$ cat config.mk
export PLATFORM = sky130hd
export DESIGN_NAME = uart_cmd_parser
export DESIGN_NICKNAME = d
export VERILOG_FILES = /design/src/rtl/uart_cmd_parser_pkg.sv /design/src/rtl/uart_cmd_parser_idle_timer.sv /design/src/rtl/uart_cmd_parser.sv
export SDC_FILE = /design/constraint.sdc
export NUM_CORES = 1
export LEC_CHECK = 0
export ABC_CLOCK_PERIOD_IN_PS = 2300
export CORE_ASPECT_RATIO = 1.2
export CORE_UTILIZATION = 35
export CTS_BUF_LIST = sky130_fd_sc_hd__clkbuf_4 sky130_fd_sc_hd__clkbuf_8
export DETAILED_ROUTE_END_ITERATION = 8
export PLACE_DENSITY = 0.64
export SLEW_MARGIN = 30
export SYNTH_ARGS = -nofsm -noshare
export SYNTH_HDL_FRONTEND = slang
export SYNTH_SLANG_ARGS = --single-unit
$ cat constraint.sdc
create_clock -name clk -period 2.3 [get_ports clk]
set_clock_uncertainty 0.1 [all_clocks]
set_input_delay 0.345 -clock clk [delete_from_list [all_inputs] [get_ports clk]]
set_output_delay 0.345 -clock clk [all_outputs]
set_load 0.02 [all_outputs]
$ cat src/rtl/uart_cmd_parser_pkg.sv
`default_nettype none
// ============================================================================
// Module   : uart_cmd_parser_pkg
// Purpose  : Shared definitions for the UART command-frame parser: opcode
//            table (opcodes and payload lengths), FSM state encodings and
//            the opcode lookup helper.
// Ports    : none (package)
// Revision : 1.0 - initial release
// ============================================================================
package uart_cmd_parser_pkg;

    // Opcode table
    localparam logic [15:0] OP_DUMP_BOOK     = 16'hFE00;
    localparam logic [15:0] OP_CANCEL_ID     = 16'hFE01;
    localparam logic [15:0] OP_SET_PARAM     = 16'hFE02;
    localparam logic [15:0] OP_PING          = 16'hFE03;

    localparam logic [3:0]  OP_DUMP_BOOK_LEN = 4'd0;
    localparam logic [3:0]  OP_CANCEL_ID_LEN = 4'd4;
    localparam logic [3:0]  OP_SET_PARAM_LEN = 4'd8;
    localparam logic [3:0]  OP_PING_LEN      = 4'd1;

    // FSM state encodings
    localparam logic [1:0]  IDLE    = 2'd0;
    localparam logic [1:0]  OP_LO   = 2'd1;
    localparam logic [1:0]  PAYLOAD = 2'd2;

    typedef struct packed {
        logic       known;
        logic [3:0] len;
    } op_info_t;

    // Table lookup. An entry whose payload cannot fit in the configured
    // payload register is reported as unknown rather than truncated.
    function automatic op_info_t op_lookup(input logic [15:0] opcode,
                                           input int          max_payload);
        op_info_t info;
        info.known = 1'b1;
        info.len   = 4'd0;
        case (opcode)
            OP_DUMP_BOOK: info.len = OP_DUMP_BOOK_LEN;
            OP_CANCEL_ID: info.len = OP_CANCEL_ID_LEN;
            OP_SET_PARAM: info.len = OP_SET_PARAM_LEN;
            OP_PING:      info.len = OP_PING_LEN;
            default:      info.known = 1'b0;
        endcase
        if (int'(info.len) > max_payload) begin
            info.known = 1'b0;
        end
        return info;
    endfunction

endpackage
`default_nettype wire

$ cat src/rtl/uart_cmd_parser_idle_timer.sv
`default_nettype none
// ============================================================================
// Module   : uart_cmd_parser_idle_timer
// Purpose  : Inter-byte idle timer for the command parser. Counts enabled
//            clocks since the last clear and flags expiry on the clock that
//            completes TIMEOUT_CYCLES idle clocks. TIMEOUT_CYCLES = 0
//            disables expiry.
// Ports    : clk    - system clock
//            rst_n  - asynchronous active-low reset
//            clr    - restart the count (a byte arrived); wins over en
//            en     - count this clock (parser is inside a frame)
//            expire - combinational: this idle clock reaches the limit
// Revision : 1.0 - initial release
// ============================================================================
module uart_cmd_parser_idle_timer #(
    parameter int TIMEOUT_CYCLES = 100000,
    parameter int TMR_W          = 17
) (
    input  logic clk,
    input  logic rst_n,
    input  logic clr,
    input  logic en,
    output logic expire
);

    localparam bit               c_enabled    = (TIMEOUT_CYCLES != 0);
    // Count holds n-1 during the n-th idle clock, so expiry compares
    // against TIMEOUT_CYCLES-1.
    localparam logic [TMR_W-1:0] c_last_count =
        TMR_W'((TIMEOUT_CYCLES == 0) ? 0 : (TIMEOUT_CYCLES - 1));

    logic [TMR_W-1:0] r_count;

    always_ff @(posedge clk or negedge rst_n) begin
        if (!rst_n) begin
            r_count <= '0;
        end else if (clr) begin
            r_count <= '0;
        end else if (en) begin
            r_count <= r_count + 1'b1;
        end
    end

    assign expire = c_enabled && en && !clr && (r_count == c_last_count);

endmodule
`default_nettype wire

$ cat src/rtl/uart_cmd_parser.sv
`default_nettype none
// ============================================================================
// Module   : uart_cmd_parser
// Purpose  : Parses UART RX bytes into command frames: 16-bit big-endian
//            opcode followed by a per-opcode payload. Completed commands are
//            presented through a one-entry valid/ready holding register.
//            Unknown opcodes, inter-byte timeouts and dropped commands are
//            flagged with single-clock pulses. trigger_dump pulses whenever a
//            DUMP_BOOK (FE00) command loads.
// Ports    : clk, rst_n          - clock, asynchronous active-low reset
//            uart_rx_data_out    - received byte
//            uart_rx_data_valid  - one-clock strobe per byte
//            cmd_valid/cmd_ready - output handshake
//            cmd_opcode/len/payload - held command (payload byte 0 in [7:0])
//            trigger_dump        - legacy book-dump pulse
//            err_unknown/err_timeout/err_overflow - error pulses
// Revision : 1.0 - initial release
// ============================================================================
module uart_cmd_parser
    import uart_cmd_parser_pkg::*;
#(
    parameter int MAX_PAYLOAD    = 8,
    parameter int TIMEOUT_CYCLES = 100000,
    parameter int TMR_W          = 17
) (
    input  logic                     clk,
    input  logic                     rst_n,
    input  logic [7:0]               uart_rx_data_out,
    input  logic                     uart_rx_data_valid,
    output logic                     cmd_valid,
    input  logic                     cmd_ready,
    output logic [15:0]              cmd_opcode,
    output logic [3:0]               cmd_len,
    output logic [8*MAX_PAYLOAD-1:0] cmd_payload,
    output logic                     trigger_dump,
    output logic                     err_unknown,
    output logic                     err_timeout,
    output logic                     err_overflow
);

    localparam int c_pl_w = 8 * MAX_PAYLOAD;

    // Parser state
    logic [1:0]        r_state;
    logic [1:0]        w_state_next;
    logic [7:0]        r_op_hi;
    logic [15:0]       r_opcode;
    logic [3:0]        r_len;
    logic [3:0]        r_remaining;
    logic [c_pl_w-1:0] r_acc;

    // Output holding register
    logic              r_cmd_valid;
    logic [15:0]       r_cmd_opcode;
    logic [3:0]        r_cmd_len;
    logic [c_pl_w-1:0] r_cmd_payload;
    logic              r_trigger_dump;
    logic              r_err_unknown;
    logic              r_err_timeout;
    logic              r_err_overflow;

    // Combinational decode
    op_info_t          w_op_info;
    logic [3:0]        w_lane;
    logic [c_pl_w-1:0] w_acc_next;
    logic              w_in_frame;
    logic              w_expire;
    logic              w_unknown;
    logic              w_complete;
    logic              w_timeout;
    logic [15:0]       w_done_opcode;
    logic [3:0]        w_done_len;
    logic [c_pl_w-1:0] w_done_payload;

    uart_cmd_parser_idle_timer #(
        .TIMEOUT_CYCLES (TIMEOUT_CYCLES),
        .TMR_W          (TMR_W)
    ) u_idle_timer (
        .clk    (clk),
        .rst_n  (rst_n),
        .clr    (uart_rx_data_valid),
        .en     (w_in_frame),
        .expire (w_expire)
    );

    // ------------------------------------------------------------------
    // FSM: state register
    // ------------------------------------------------------------------
    always_ff @(posedge clk or negedge rst_n) begin
        if (!rst_n) begin
            r_state <= IDLE;
        end else begin
            r_state <= w_state_next;
        end
    end

    // ------------------------------------------------------------------
    // FSM: next state. A byte always wins over a coincident expiry.
    // ------------------------------------------------------------------
    always_comb begin
        w_state_next = r_state;
        case (r_state)
            IDLE: begin
                if (uart_rx_data_valid) begin
                    w_state_next = OP_LO;
                end
            end
            OP_LO: begin
                if (uart_rx_data_valid) begin
                    if (!w_op_info.known || (w_op_info.len == 4'd0)) begin
                        w_state_next = IDLE;
                    end else begin
                        w_state_next = PAYLOAD;
                    end
                end else if (w_expire) begin
                    w_state_next = IDLE;
                end
            end
            PAYLOAD: begin
                if (uart_rx_data_valid) begin
                    if (r_remaining == 4'd1) begin
                        w_state_next = IDLE;
                    end
                end else if (w_expire) begin
                    w_state_next = IDLE;
                end
            end
            default: w_state_next = IDLE;
        endcase
    end

    // ------------------------------------------------------------------
    // FSM: outputs / decode
    // ------------------------------------------------------------------
    always_comb begin
        w_op_info  = op_lookup({r_op_hi, uart_rx_data_out}, MAX_PAYLOAD);
        w_in_frame = (r_state == OP_LO) || (r_state == PAYLOAD);
        w_lane     = r_len - r_remaining;

        w_acc_next = r_acc;
        for (int i = 0; i < MAX_PAYLOAD; i++) begin
            if (w_lane == 4'(i)) begin
                w_acc_next[i*8 +: 8] = uart_rx_data_out;
            end
        end

        w_unknown  = uart_rx_data_valid && (r_state == OP_LO) && !w_op_info.known;
        w_complete = uart_rx_data_valid &&
                     (((r_state == OP_LO) && w_op_info.known && (w_op_info.len == 4'd0)) ||
                      ((r_state == PAYLOAD) && (r_remaining == 4'd1)));
        w_timeout  = !uart_rx_data_valid && w_in_frame && w_expire;

        // Zero-length commands complete from OP_LO; the accumulator was
        // cleared at frame start, so unused lanes are always zero.
        if (r_state == OP_LO) begin
            w_done_opcode  = {r_op_hi, uart_rx_data_out};
            w_done_len     = 4'd0;
            w_done_payload = '0;
        end else begin
            w_done_opcode  = r_opcode;
            w_done_len     = r_len;
            w_done_payload = w_acc_next;
        end
    end

    // ------------------------------------------------------------------
    // Frame datapath
    // ------------------------------------------------------------------
    always_ff @(posedge clk or negedge rst_n) begin
        if (!rst_n) begin
            r_op_hi     <= '0;
            r_opcode    <= '0;
            r_len       <= '0;
            r_remaining <= '0;
            r_acc       <= '0;
        end else if (uart_rx_data_valid) begin
            case (r_state)
                IDLE: begin
                    r_op_hi <= uart_rx_data_out;
                    r_acc   <= '0;
                end
                OP_LO: begin
                    if (w_op_info.known) begin
                        r_opcode    <= {r_op_hi, uart_rx_data_out};
                        r_len       <= w_op_info.len;
                        r_remaining <= w_op_info.len;
                    end
                end
                PAYLOAD: begin
                    r_acc       <= w_acc_next;
                    r_remaining <= r_remaining - 4'd1;
                end
                default: ;
            endcase
        end
    end

    // ------------------------------------------------------------------
    // Output holding register and status pulses. A completion on the
    // same clock as a consumer accept replaces the held entry.
    // ------------------------------------------------------------------
    always_ff @(posedge clk or negedge rst_n) begin
        if (!rst_n) begin
            r_cmd_valid    <= 1'b0;
            r_cmd_opcode   <= '0;
            r_cmd_len      <= '0;
            r_cmd_payload  <= '0;
            r_trigger_dump <= 1'b0;
            r_err_unknown  <= 1'b0;
            r_err_timeout  <= 1'b0;
            r_err_overflow <= 1'b0;
        end else begin
            r_trigger_dump <= 1'b0;
            r_err_overflow <= 1'b0;
            r_err_unknown  <= w_unknown;
            r_err_timeout  <= w_timeout;
            if (w_complete) begin
                if (r_cmd_valid && !cmd_ready) begin
                    r_err_overflow <= 1'b1;
                end else begin
                    r_cmd_valid    <= 1'b1;
                    r_cmd_opcode   <= w_done_opcode;
                    r_cmd_len      <= w_done_len;
                    r_cmd_payload  <= w_done_payload;
                    r_trigger_dump <= (w_done_opcode == OP_DUMP_BOOK);
                end
            end else if (cmd_ready) begin
                r_cmd_valid <= 1'b0;
            end
        end
    end

    assign cmd_valid    = r_cmd_valid;
    assign cmd_opcode   = r_cmd_opcode;
    assign cmd_len      = r_cmd_len;
    assign cmd_payload  = r_cmd_payload;
    assign trigger_dump = r_trigger_dump;
    assign err_unknown  = r_err_unknown;
    assign err_timeout  = r_err_timeout;
    assign err_overflow = r_err_overflow;

endmodule
`default_nettype wire
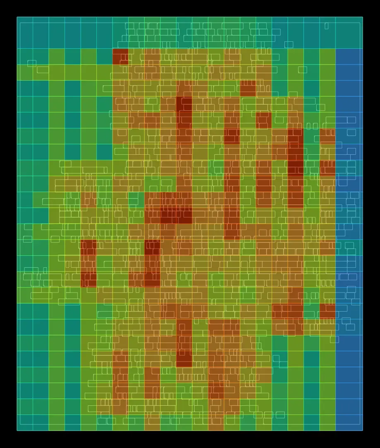
**Above:** run 1 (congestion heat map).
busiest grt layer: met2
Finished Core Util: 46.7%
GRT met3 Usage: 3.03%
all-layer global routing usage: 17.2%

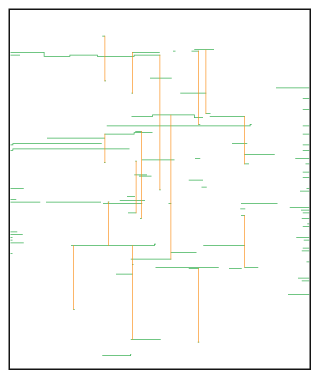
**Above:** run 1 (routed metal, one colour a layer).
Scale: 2 px per um. Two of the layers only.
| layer | colour | wire length |
|---|---|---|
| metal 4 | orange | 522 um |
| metal 3 | green | 919 um |

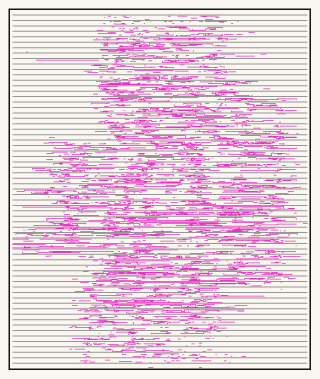
**Above:** run 1 (the metal 1 layer).
Scale: 2 px per um. Supply wires on this layer in grey.
share of all routed wire: 43%
longest straight run: 35.4 um
main direction: horizontal

==> Slide: Implementation Results, run 1 <==
Implementation Results

Floorplan
  – Pre-Place Util: a little over a third
  – Core footprint: 25,600 um2
  – Die Y: 179 um
  – Tap cells: 330

Cells and area
  – Top cells excl fill/tap: 200 x dfrtp_1, 107 x nand2_1, 98 x clkdlybuf4s50_1, 70 x mux2i_1, 68 x buf_4
  – Share of layout cells above drive strength 1: a little over a fifth
  – Area Growth Syn to Fin: 30.4%
  – Logic area: 3990 um2
  – Comb area share: 33.4%
  – Repair and plain buffers: approximately 190

Power
  – Seq group: 3770 uW
  – Logic power comb: 1630 uW
  – Internal: 6050 uW

Clocking
  – Root Driver: clkbuf_8
  – CTS Sinks: 202
  – Worst-case clock buffer depth: 3

Synthesis
  – Top-count cell post-synth: dfrtp_1
  – Synth Seq Share: 55.1%
  – Avg Inst Size Synth: 11.2 um2

Placement
  – Hpwl dp: roughly 15,000 um

Status
  – Run status: completed

Worst setup path
  – WP depth: 12
  – Critical path startpoint: r_len[0]
  – Reg2reg end: cmd_payload[38]

Final timing
  – Final setup fails: 0

Routing
  – Drt via density: 5.13
  – DRC viols: 0

Global routing
  – Antenna violations before repair: 0
==> run 2: changes to the inputs <==
Settings changed: CORE_ASPECT_RATIO 1.2 to 1.1, CTS_BUF_LIST sky130_fd_sc_hd__clkbuf_4 sky130_fd_sc_hd__clkbuf_8 to sky130_fd_sc_hd__clkbuf_4.
==> run 2 against run 1 <==
Total power up 0.43%; die area about the same; sequential power about the same; critical endpoint is now r_acc[9]; highest routed layer unchanged.
==> Slide: Implementation Results, run 2 <==
Implementation Results

Status
  – Run status: completed

Floorplan
  – Pre-Place Util: 36.0%
  – Die Y: 172 um
  – Core footprint: ~25,000 um2
  – Num rows: 61

Clocking
  – CTS Sinks: 202
  – Worst-case clock buffer depth: 3
  – Insertion Delay late pin: 650 ps
  – Root Driver: clkbuf_4
  – CTS buffer count: 53

Synthesis
  – Synthesized flop and latch total: 202
  – Avg Inst Size Synth: 11.2 um2
  – XOR Share, Synth: 1.86%
  – Synth Seq Share: 55.1%
  – Top-count cell post-synth: dfrtp_1

Cells and area
  – Fillers: 2,368
  – Comb area share: 32.8%
  – Area Growth Syn to Fin: 30.5%
  – Top cells excl fill/tap: 201 x dfrtp_1, 109 x nand2_1, 98 x clkdlybuf4s50_1, 78 x clkbuf_4, 76 x mux2i_1
  – Repair and plain buffers: roughly 180
  – Finished Core Util: a little under half
  – Share of layout cells above drive strength 1: 22.0%
  – Logic area: roughly 3900 um2

Routing
  – Drt via density: roughly 5
  – DRC viols: 0

Worst hold path
  – Hold WC Path Type: in2async

Power
  – Sequential power share: 44.4%
  – Seq group: 3780 uW
  – Internal: 6040 uW

Final timing
  – F_max: between 400 and 500 MHz
  – Final period util: 97.7%
  – Final setup fails: 0

Flow run
  – Log Warnings: 32

Worst setup path
  – CP Cell Sequence: ha_4, inv_2, ha_4, buf_4, nand2_1, nor3_1, a32oi_2, buf_4, a21o_4, a32o_1
  – WP depth: 10
  – Reg2reg end: r_acc[9]
  – Critical path startpoint: r_remaining[0]

Global routing
  – Vias in the first global route: ~7,000
  – All-layer global routing usage: 17.7%
  – Antenna violations before repair: 1
  – Busiest grt layer: met2

Placement
  – Hpwl dp: 14,900 um
  – I/O Buffers: 99
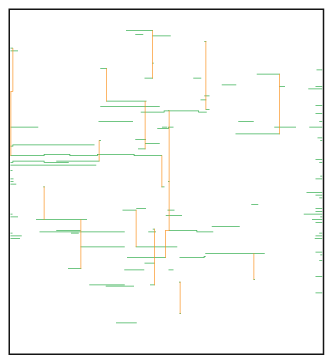
**Above:** run 2 (routed metal, one colour a layer).
Scale: 2 px per um. Two of the layers only.
| layer | colour | wire length |
|---|---|---|
| metal 3 | green | 896 um |
| metal 4 | orange | 399 um |

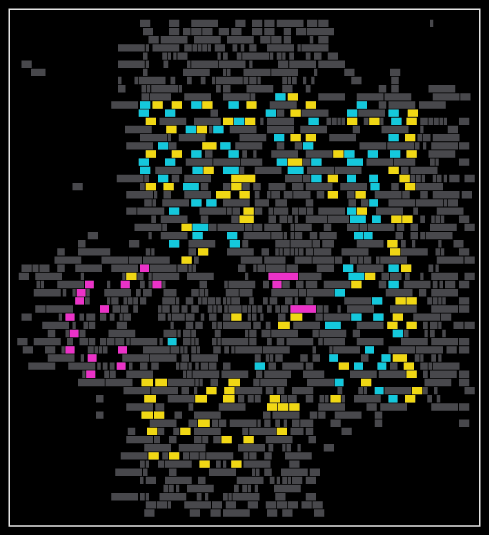
**Above:** run 2 (selected gate families).
Scale: 3 px per um.
| family | colour | cells |
|---|---|---|
| mux cells | yellow | 92 |
| xor and xnor cells | magenta | 17 |
| non-inverting ao/oa cells | cyan | 74 |

==> run 3: changes to the inputs <==
Settings changed: CORE_UTILIZATION 35 to 53, PLACE_DENSITY 0.64 to 0.87, REMOVE_ABC_BUFFERS from default to 1.
==> run 3 against run 2 <==
The flow now finishes with violations (negative setup slack); sequential cell count unchanged; first-iteration DRC count grew to 2.7 times the previous value; worst setup slack lost 230 ps; clock-buffer cell count decreased by 10; total power increased by 0.13%.
==> Slide: Implementation Results, run 3 <==
Implementation Results

Routing
  – Drt via density: 6.04
  – DRC viols: 0

Synthesis
  – Avg Inst Size Synth: 11.2 um2
  – XOR Share, Synth: 1.86%
  – Synthesized flop and latch total: approximately 200

Flow run
  – Log Warnings: 30

Placement
  – Hpwl dp: 14,200 um

Power
  – Seq group: 3780 uW
  – Logic power comb: 1900 uW

Global routing
  – Antenna violations before repair: 1
  – Vias in the first global route: 7,404

Clocking
  – CTS buffer count: 49
  – Insertion Delay late pin: between 600 and 700 ps
  – Root Driver: clkbuf_4

Final timing
  – Setup slack after layout: -176 ps
  – Final period util: 108%
  – Final setup fails: 106

Floorplan
  – Num rows: 50
  – Pre-Place Util: 54.1%
  – Die Y: 140 um
  – Core footprint: ~17,000 um2
  – Tap cells: 234

Status
  – Run status: finished, violations left
  – Failing checks: negative setup slack

Worst hold path
  – Hold WC Path Type: in2async

Cells and area
  – Fillers: 1,046
  – Comb area share: 34.4%
  – Top cells excl fill/tap: 202 x dfrtp_1, 108 x nand2_1, 98 x clkdlybuf4s50_1, 70 x buf_4, 68 x clkbuf_4

Worst setup path
  – Critical path startpoint: r_len[0]
  – CP Cell Sequence: inv_2, ha_4, inv_4, ha_4, buf_6, buf_4, nor3_4, a32oi_4, a21o_4, a32o_1
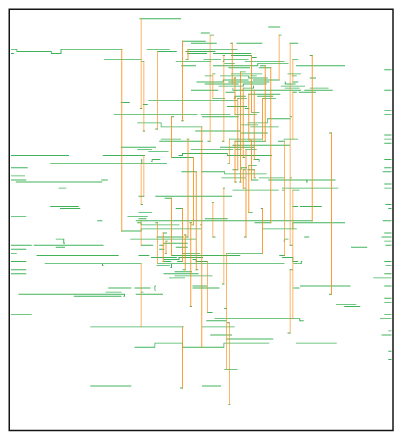
**Above:** run 3 (routed metal, one colour a layer).
Scale: 3 px per um. Two of the layers only.
| layer | colour | wire length |
|---|---|---|
| metal 3 | green | 2,030 um |
| metal 4 | orange | 1,400 um |

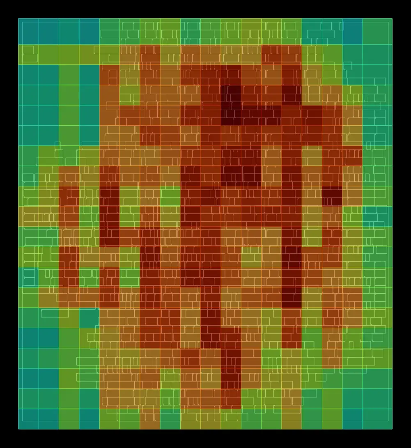
**Above:** run 3 (congestion heat map).
Finished Core Util: 70.6%
all-layer global routing usage: 26.4%
GRT met3 Usage: 5.58%
GR Layer Usage met2: 44.4%


## Gallery

Zoomed window.
image #1
Window x 63 to 93, y 105 to 135 um. Cells in grey, sequential cells in the stronger grey; small squares are vias.
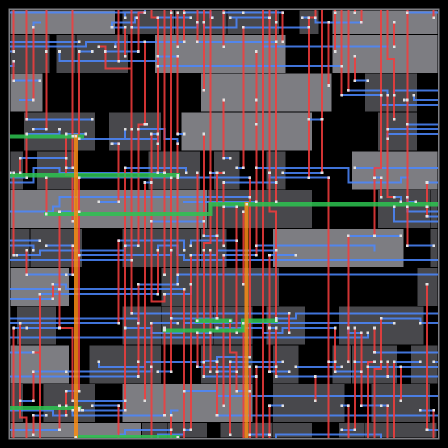
image #2
Window x 60 to 90, y 111 to 141 um. Cells in grey, sequential cells in the stronger grey; small squares are vias.
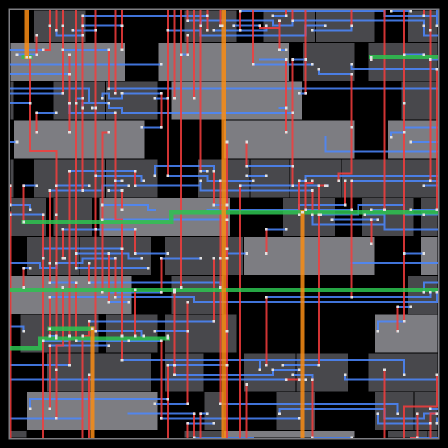
image #3
Window x 49 to 79, y 83 to 113 um. Cells in grey, sequential cells in the stronger grey; small squares are vias.
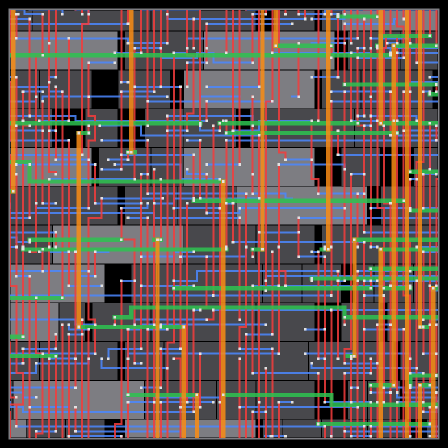
Image #2 comes from run 1.
Image #1 comes from run 2.
Image #3 comes from run 3.

Key to image #1:
| layer | colour |
|---|---|
| metal 2 | red |
| metal 1 | blue |
| metal 3 | green |
| metal 4 | orange |
sequential cells in the window: 11
netlist names of flops here include: `r_acc` (8), `cmd_payload` (3)
cells with their middle in the window: 47
most frequent: dfrtp_1 (11), a32o_1 (7), mux2i_1 (6)

Power and IR drop assume default switching activity.
